Met1 routing:
Supply wires on this layer in grey.
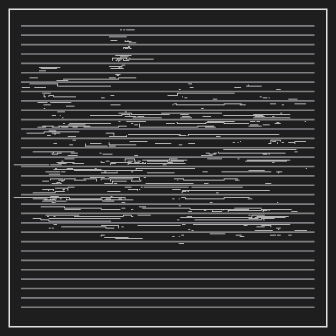
M2 wires:
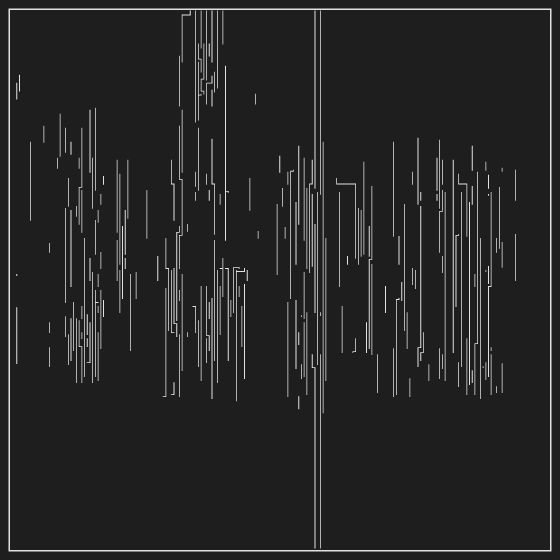
The metal 3 layer:
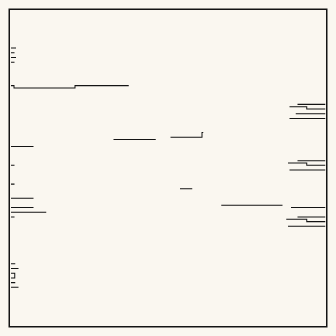
===== config.mk =====
export PLATFORM = sky130hd
export DESIGN_NAME = iq_slot_alloc_ctrl
export DESIGN_NICKNAME = d
export VERILOG_FILES = /design/src/rtl/iq_slot_alloc_ctrl.sv
export SDC_FILE = /design/constraint.sdc
export NUM_CORES = 1
export LEC_CHECK = 0
export CORE_MARGIN = 3
export CORE_UTILIZATION = 25
export DETAILED_ROUTE_END_ITERATION = 16
export DONT_BUFFER_PORTS = 1
export PLACE_DENSITY_LB_ADDON = 0.25
export SYNTH_ARGS = -nofsm -noshare
export SYNTH_HDL_FRONTEND = slang
export SYNTH_SLANG_ARGS = --single-unit

===== constraint.sdc =====
create_clock -name Clk -period 6.2 [get_ports Clk]
set_clock_uncertainty 0.05 [all_clocks]
set_input_delay 0.93 -clock Clk [delete_from_list [all_inputs] [get_ports Clk]]
set_output_delay 0.93 -clock Clk [all_outputs]
set_load 0.02 [all_outputs]

===== src/rtl/iq_slot_alloc_ctrl.sv =====
// Free-slot queue allocation controller: round-robin grant of the queue head to two
// dispatch lanes, release buffering into the write port, flush sequencing. Option: IQALLOC_STAT_EN.
module iq_slot_alloc_ctrl #(
  parameter int SLOTW  = 5,
  parameter int RBDEEP = 4
) (
  input  logic             Clk,
  input  logic             Rest,
  input  logic             AllocReq0,
  input  logic             AllocReq1,
  output logic             AllocGnt0,
  output logic             AllocGnt1,
  output logic [SLOTW-1:0] AllocSlot,
  input  logic             RelVld0,
  input  logic             RelVld1,
  input  logic [SLOTW-1:0] RelSlot0,
  input  logic [SLOTW-1:0] RelSlot1,
  output logic             RelStall,
  output logic             RelOvf,
  input  logic             Flush,
  output logic             QRable,
  output logic             QWable,
  output logic [SLOTW-1:0] QDin,
  input  logic [SLOTW-1:0] QPreOut,
  input  logic             QEmpty,
  output logic             QClean
`ifdef IQALLOC_STAT_EN
  ,
  output logic [15:0]      StatStallCnt
`endif
);

  // state  | meaning
  // RUN    | normal grant and drain operation
  // SETTLE | queue pointer reload in progress, grants and drain blocked
  typedef enum logic {RUN = 1'b0, SETTLE = 1'b1} state_t;

  localparam int PW = $clog2(RBDEEP);
  localparam int CW = PW + 1;
  localparam logic [CW-1:0] DEPTH = CW'(RBDEEP);

  state_t state, state_nxt;
  logic rr_ptr, rr_nxt;
  logic gnt_en;

  logic [SLOTW-1:0] mem [RBDEEP];
  logic [PW-1:0] wr_ptr, rd_ptr, wr1_ptr;
  logic [CW-1:0] cnt, cnt_nxt, space, space1;
  logic accept, drain, en0, en1, drop;

  always_ff @(posedge Clk or posedge Rest) begin
    if (Rest) begin
      state  <= RUN;
      rr_ptr <= 1'b0;
    end else begin
      state  <= state_nxt;
      rr_ptr <= rr_nxt;
    end
  end

  always_comb begin
    state_nxt = state;
    AllocGnt0 = 1'b0;
    AllocGnt1 = 1'b0;
    rr_nxt    = rr_ptr;
    case (state)
      RUN:     state_nxt = Flush ? SETTLE : RUN;
      SETTLE:  state_nxt = Flush ? SETTLE : RUN;
      default: state_nxt = RUN;
    endcase
    if (gnt_en) begin
      if (AllocReq0 && AllocReq1) begin
        AllocGnt0 = !rr_ptr;
        AllocGnt1 = rr_ptr;
        rr_nxt    = !rr_ptr;
      end else if (AllocReq0) begin
        AllocGnt0 = 1'b1;
        rr_nxt    = 1'b1;
      end else if (AllocReq1) begin
        AllocGnt1 = 1'b1;
        rr_nxt    = 1'b0;
      end
    end
  end

  assign gnt_en    = (state == RUN) && !Flush && !QEmpty;
  assign QRable    = AllocGnt0 | AllocGnt1;
  assign AllocSlot = QPreOut;
  assign QClean    = Flush;

  // Free space counts the entry leaving this cycle; releases outside RUN are discarded.
  assign accept  = (state == RUN) && !Flush;
  assign drain   = accept && (cnt != '0);
  assign space   = DEPTH - cnt + CW'(drain);
  assign en0     = accept && RelVld0 && (space != '0);
  assign space1  = space - CW'(en0);
  assign en1     = accept && RelVld1 && (space1 != '0);
  assign drop    = accept && ((RelVld0 && !en0) || (RelVld1 && !en1));
  assign cnt_nxt = cnt + CW'(en0) + CW'(en1) - CW'(drain);
  assign wr1_ptr = wr_ptr + PW'(en0);

  always_ff @(posedge Clk or posedge Rest) begin
    if (Rest) begin
      cnt    <= '0;
      wr_ptr <= '0;
      rd_ptr <= '0;
      RelOvf <= 1'b0;
    end else begin
      RelOvf <= RelOvf | drop;
      if (Flush) begin
        cnt    <= '0;
        wr_ptr <= '0;
        rd_ptr <= '0;
      end else begin
        cnt    <= cnt_nxt;
        wr_ptr <= wr_ptr + PW'(en0) + PW'(en1);
        rd_ptr <= rd_ptr + PW'(drain);
      end
    end
  end

  always_ff @(posedge Clk) begin
    if (en0) mem[wr_ptr] <= RelSlot0;
    if (en1) mem[wr1_ptr] <= RelSlot1;
  end

  assign QWable   = drain;
  assign QDin     = mem[rd_ptr];
  assign RelStall = (DEPTH - cnt) < CW'(2);

`ifdef IQALLOC_STAT_EN
  always_ff @(posedge Clk or posedge Rest) begin
    if (Rest)
      StatStallCnt <= '0;
    else if ((AllocReq0 || AllocReq1) && !QRable && (StatStallCnt != 16'hFFFF))
      StatStallCnt <= StatStallCnt + 16'd1;
  end
`endif

endmodule

==> flow_summary.toml <==
# generated from flow reports
[power]
p_total_uw = 749
p_per_area_nw_per_um2 = 376
p_comb_uw = 320

[synthesis]
syn_avg_cell_area_um2 = 13.8
synth_warnings = 0
yosysMostFrequentCell = "edfxtp_1"
netlist_top_cells_count = "edfxtp_1 (20), mux2_2 (15), dfrtp_1 (10), ha_1 (8), inv_1 (8)"
yosys_area_um2 = 1830
synthCells = 133

[sta]
min_period_over_period_pct = 76.3
fmax_mhz = 211
setup_tns_ns = 0
fin_crit_ns = 4.73
rsz0062_at_grt = "no"
setup_viol = 0

[placement]
portBuffers = 0
dp_cells = 221
pre_cts_slack_ns = 1.45
dpl_cell_area_um2 = 1900

[final_layout]
final_layout_top_logic_cell = "edfxtp_1"
postLayoutCoreUtil_pct = 28.6
antennaDiodeCount = 0
nNetsFinal = 165
area_growth_pct = 8.53

[route]
drcViolationCount = 0
firstDrtPassIters = 4

[hold_path]
hp-class = "in -> async"

[die]
ios = 40
row_count = 30
chip_area_um2 = 8400

[setup_path]
path_depth = 19
timing.rr.end = "cnt[2]"
critPathLaunch = "cnt[0]"
path_buffers = 4

[clocking]
worstSkewPairLatency_ns = 0.27
cts_buffers = 5
clock_sinks = 30

[status]
status = "finished clean"

[grt]
antenna_found_initial = 0
grt_pass1_wl_mm = 5.93
About 'met1 routing':
nets with wire on the layer: 152
main direction: horizontal
longest straight run: 28.1 µm
share of all routed wire: 40%
vias post-DR: 1010
drt total wl: 3.79 mm

About 'M2 wires':
longest straight run: 45.9 µm
wire length on this layer: 2030 µm
share of all routed wire: 54%
grt met2 use: 16.9%

About 'the metal 3 layer':
longest straight run: 17.7 µm
nets with wire on the layer: 26
wire length on this layer: 226 µm
share of all routed wire: 6.0%
main direction: horizontal
M3 GR Usage: 3.12%

## cells by family after synthesis
logic type / synth area share (%)
AND-OR/OR-AND: 8.12
XOR/XNOR: 6.01
adder cells (fa/ha/maj): 7.65
buffers and inverters: 4.71
flip-flops: 46.4
multiplexers: 18.4
AND/OR/NAND/NOR: 8.67
## final cells by class
type	instances	area (µm²)
sequential	30	851
clock buffer	5	68.8
timing repair buffer	1	7.51
inverter	8	30.0
tap	96	120
fill	694	4950
clock inverter	3	16.3
multi-input combinational	86	896
## routing by layer
metal  wire, µm  track usage [%]
met1       1520             10.5
met2       2030             16.9
met3        226             3.12
met4         10             2.89
met5          0                0
## state kept, by name, indices dropped and copies added, names as in the netlist
signal / cells
rd_ptr: 2
mem: 20
wr_ptr: 2
RelOvf: 1
rr_ptr: 1
state: 1
cnt: 3
